$ cat src/rtl/fetch_ctrl_pkg.sv
// Shared types and constants for the fetch controller.
package fetch_ctrl_pkg;

  localparam int          INST_W       = 32;
  localparam logic [63:0] PC_ENTRY_DEF = 64'h8000_0000;

  typedef enum logic [1:0] {
    IDLE  = 2'd0,
    REQ   = 2'd1,
    WAIT  = 2'd2,
    VALID = 2'd3
  } fetch_state_e;

endpackage

$ cat src/rtl/fetch_ctrl_if.sv
// Instruction-memory port: one request at a time, response after grant.
interface fetch_ctrl_if
  import fetch_ctrl_pkg::*;
#(
  parameter int WIDTH = 64
);
  logic              req;
  logic [WIDTH-1:0]  addr;
  logic              gnt;
  logic              rvalid;
  logic [INST_W-1:0] rdata;

  modport master (output req, addr, input gnt, rvalid, rdata);
  modport slave  (input req, addr, output gnt, rvalid, rdata);
endinterface

$ cat src/rtl/fetch_ctrl_redirect_sel.sv
// Fixed-priority redirect mux: exception > exception-return > branch.
module pc_redirect_sel #(
  parameter int WIDTH = 64
) (
  input  logic             ex,
  input  logic [WIDTH-1:0] ex_entry,
  input  logic             ex_ret,
  input  logic [WIDTH-1:0] epc,
  input  logic             br_taken,
  input  logic [WIDTH-1:0] br_target,
  output logic             redirect,
  output logic [WIDTH-1:0] tgt
);

  // Pick the winning target and force word alignment.
  always_comb begin
    redirect = ex | ex_ret | br_taken;
    if (ex)          tgt = ex_entry;
    else if (ex_ret) tgt = epc;
    else             tgt = br_target;
    tgt[1:0] = 2'b00;
  end

endmodule

$ cat src/rtl/fetch_ctrl.sv
// Fetch sequencer: owns the PC, issues single imem requests, buffers one word.
module fetch_ctrl
  import fetch_ctrl_pkg::*;
#(
  parameter int             WIDTH    = 64,
  parameter logic [WIDTH-1:0] PC_ENTRY = WIDTH'(PC_ENTRY_DEF)
) (
  input  logic              clk,
  input  logic              rst,
  input  logic              ex,
  input  logic [WIDTH-1:0]  ex_entry,
  input  logic              ex_ret,
  input  logic [WIDTH-1:0]  epc,
  input  logic              br_taken,
  input  logic [WIDTH-1:0]  br_target,
  fetch_ctrl_if.master      imem,
  output logic              inst_valid,
  output logic [INST_W-1:0] inst,
  output logic [WIDTH-1:0]  inst_pc,
  input  logic              inst_ready,
  output logic [WIDTH-1:0]  pc
);

  fetch_state_e      state_q, state_d;
  logic [WIDTH-1:0]  pc_q, pc_d;
  logic              kill_q, kill_d;
  logic [INST_W-1:0] inst_q, inst_d;
  logic [WIDTH-1:0]  inst_pc_q, inst_pc_d;
  logic              req_c;
  logic              redirect;
  logic [WIDTH-1:0]  tgt;

  pc_redirect_sel #(.WIDTH(WIDTH)) u_sel (
    .ex        (ex),
    .ex_entry  (ex_entry),
    .ex_ret    (ex_ret),
    .epc       (epc),
    .br_taken  (br_taken),
    .br_target (br_target),
    .redirect  (redirect),
    .tgt       (tgt)
  );

  // Next-state, PC/kill update and buffer load; kill marks a response made stale.
  always_comb begin
    state_d    = state_q;
    pc_d       = pc_q;
    kill_d     = kill_q;
    inst_d     = inst_q;
    inst_pc_d  = inst_pc_q;
    req_c      = 1'b0;
    inst_valid = 1'b0;
    case (state_q)
      IDLE: state_d = REQ;
      REQ: begin
        req_c = 1'b1;
        if (redirect) pc_d = tgt;
        if (imem.gnt) begin
          state_d = WAIT;
          kill_d  = redirect;
        end
      end
      WAIT: begin
        if (redirect) begin
          pc_d   = tgt;
          kill_d = 1'b1;
        end
        if (imem.rvalid) begin
          if (kill_q || redirect) begin
            kill_d  = 1'b0;
            state_d = REQ;
          end else begin
            inst_d    = imem.rdata;
            inst_pc_d = pc_q;
            state_d   = VALID;
          end
        end
      end
      VALID: begin
        // A redirect hides the buffered word so decode never consumes it.
        inst_valid = !redirect;
        if (redirect) begin
          pc_d    = tgt;
          state_d = REQ;
        end else if (inst_ready) begin
          pc_d    = pc_q + WIDTH'(4);
          state_d = REQ;
        end
      end
      default: state_d = IDLE;
    endcase
  end

  // State registers, cleared asynchronously.
  always_ff @(posedge clk or posedge rst) begin
    if (rst) begin
      state_q   <= IDLE;
      pc_q      <= PC_ENTRY;
      kill_q    <= 1'b0;
      inst_q    <= '0;
      inst_pc_q <= '0;
    end else begin
      state_q   <= state_d;
      pc_q      <= pc_d;
      kill_q    <= kill_d;
      inst_q    <= inst_d;
      inst_pc_q <= inst_pc_d;
    end
  end

  assign imem.req  = req_c;
  assign imem.addr = pc_q;
  assign inst      = inst_q;
  assign inst_pc   = inst_pc_q;
  assign pc        = pc_q;

endmodule

$ cat src/flat_wrapper.sv
// flat-port wrapper written by rule: the top's interface ports become plain ports
module fetch_ctrl_flat import fetch_ctrl_pkg::*;
#(
  parameter int             WIDTH    = 64,
  parameter logic [WIDTH-1:0] PC_ENTRY = WIDTH'(PC_ENTRY_DEF)
)
  (clk, rst, ex, ex_entry, ex_ret, epc, br_taken, br_target, inst_valid, inst, inst_pc, inst_ready, pc, imem_req, imem_addr, imem_gnt, imem_rvalid, imem_rdata);
  fetch_ctrl_if #(.WIDTH(WIDTH)) imem_i ();
  input  logic clk;
  input  logic rst;
  input  logic ex;
  input  logic [WIDTH-1:0] ex_entry;
  input  logic ex_ret;
  input  logic [WIDTH-1:0] epc;
  input  logic br_taken;
  input  logic [WIDTH-1:0] br_target;
  output logic inst_valid;
  output logic [INST_W-1:0] inst;
  output logic [WIDTH-1:0] inst_pc;
  input  logic inst_ready;
  output logic [WIDTH-1:0] pc;
  output wire logic [$bits(imem_i.req)-1:0] imem_req;
  output wire logic [$bits(imem_i.addr)-1:0] imem_addr;
  input wire logic [$bits(imem_i.gnt)-1:0] imem_gnt;
  input wire logic [$bits(imem_i.rvalid)-1:0] imem_rvalid;
  input wire logic [$bits(imem_i.rdata)-1:0] imem_rdata;
  assign imem_req = imem_i.req;
  assign imem_addr = imem_i.addr;
  assign imem_i.gnt = imem_gnt;
  assign imem_i.rvalid = imem_rvalid;
  assign imem_i.rdata = imem_rdata;
  fetch_ctrl #(.WIDTH(WIDTH), .PC_ENTRY(PC_ENTRY)) u_core (.clk(clk), .rst(rst), .ex(ex), .ex_entry(ex_entry), .ex_ret(ex_ret), .epc(epc), .br_taken(br_taken), .br_target(br_target), .imem(imem_i), .inst_valid(inst_valid), .inst(inst), .inst_pc(inst_pc), .inst_ready(inst_ready), .pc(pc));
endmodule
$ cat config.mk
export PLATFORM = sky130hd
export DESIGN_NAME = fetch_ctrl_flat
export DESIGN_NICKNAME = d
export VERILOG_FILES = /design/src/rtl/fetch_ctrl_pkg.sv /design/src/rtl/fetch_ctrl_if.sv /design/src/rtl/fetch_ctrl_redirect_sel.sv /design/src/rtl/fetch_ctrl.sv /design/src/flat_wrapper.sv
export SDC_FILE = /design/constraint.sdc
export NUM_CORES = 1
export LEC_CHECK = 0
export CAP_MARGIN = 20
export CORE_AREA = 2 2 179 181
export DETAILED_ROUTE_END_ITERATION = 10
export DIE_AREA = 0 0 181 183
export HOLD_SLACK_MARGIN = 0.12
export PLACE_DENSITY = 0.6
export SKIP_CTS_REPAIR_TIMING = 1
export SLEW_MARGIN = 20
export SYNTH_ARGS = -nofsm -noshare
export SYNTH_HDL_FRONTEND = slang
export SYNTH_SLANG_ARGS = --single-unit
$ cat constraint.sdc
create_clock -name clk -period 9.4 [get_ports clk]
set_input_delay 1.41 -clock clk [delete_from_list [all_inputs] [get_ports clk]]
set_output_delay 1.41 -clock clk [all_outputs]
set_load 0.005 [all_outputs]
### Gate families picked out

(2 px per µm)
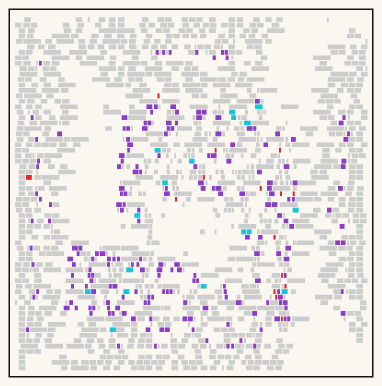
| colour | family | cells | most used |
|---|---|---|---|
| red | inv cells | 15 | inv_1 |
| purple | aoi and oai cells | 205 | a21oi_1 |
| cyan | non-inverting ao/oa cells | 17 | o22a_1 |
fraction of area in multi-input gates: 34.2%
Layout Cells excl Fill: 1,788

==> impl_metrics.yaml <==
# physical design summary
layout:
  sh_seq_area_pct: 27.1
  n_antenna_cell: 0
  clkbuf_count: 17
  area_growth_pct: 49.5
  final-nonclk-buf-share_pct: 31.0
placement:
  dpl.hpwl_um: 28700
  io_buffers: 445
  dp_slack_ps: 4880
  routabilityCongestion: 0.840
  dp_cells: 1756
cts:
  cts_buffer_depth: 2
synthesis:
  yosysMostFrequentCell: "dfrtp_1"
  common_cells: "dfrtp_1 (158), nand2_1 (103), mux2_2 (97)"
  synth_warnings: 0
  synth.distinct_cells: 64
  synth_flops: 159
  ys_sh_adder_pct: 0.764
  synth_area_per_cell_um2: 9.55
pwr:
  pwr-share-clk_pct: 19.3
  ir_drop_mv: 0.120
  p_int_mw: 2.20
  p_sw_mw: 1.41
route:
  drc: 0
  vias: 9640
  ant_nets: 0
timing:
  fin_tns_setup_ps: 0
  hold-worst-slack_ps: 507
  finalMaxSlewViolations: 0
  finalSetupViolations: 0
  hold_viol_final: 0
floorplanning:
  die-area_um2: 33100
  die.size.y_um: 183
setup_path:
  crit_type: "primary input to primary output"
  r2r_slack_ps: 6460
  start_kind: "primary input"
  r2r_start: "u_core.state_q[1]"
status:
  status: "finished clean"
### Track usage over the die

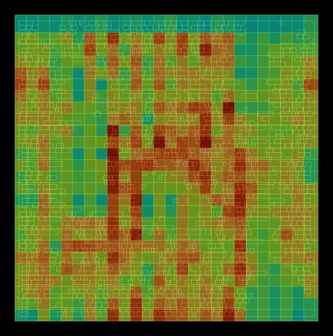
met1 Usage GRT: 29.9%
post-layout util: 47.0%
met2 usage: 39.5%
gr usage total: 23.0%
Avg WL per Cell: 21.7 µm

==> critical path: stages <==
cell and delay (ps):
clkdlybuf4s50_1 420, nor3_1 270, nand2_1 220, inv_2 130
clkdlybuf4s50_1 610
==> how the worst max path moves through the flow <==
stage	slack [ps]	start	end
6_report	4920	br_taken	inst_valid
3_3_place_gp	4890	ex_ret	inst_valid
4_1_cts	4870	ex_ret	inst_valid
3_5_place_dp	4880	ex_ret	inst_valid
2_1_floorplan	3700	rst	u_core.imem.addr[10]
5_1_grt	4840	ex_ret	inst_valid
==> per-layer routing <==
metal	wire, µm	vias up	track usage, %
li1	-	4454	-
met1	16600	4665	29.9
met2	19000	479	39.5
met3	2650	42	4.11
met4	634	0	6.08
met5	0	-	0
No activity file was given, so power comes from the tool's default toggle rates.
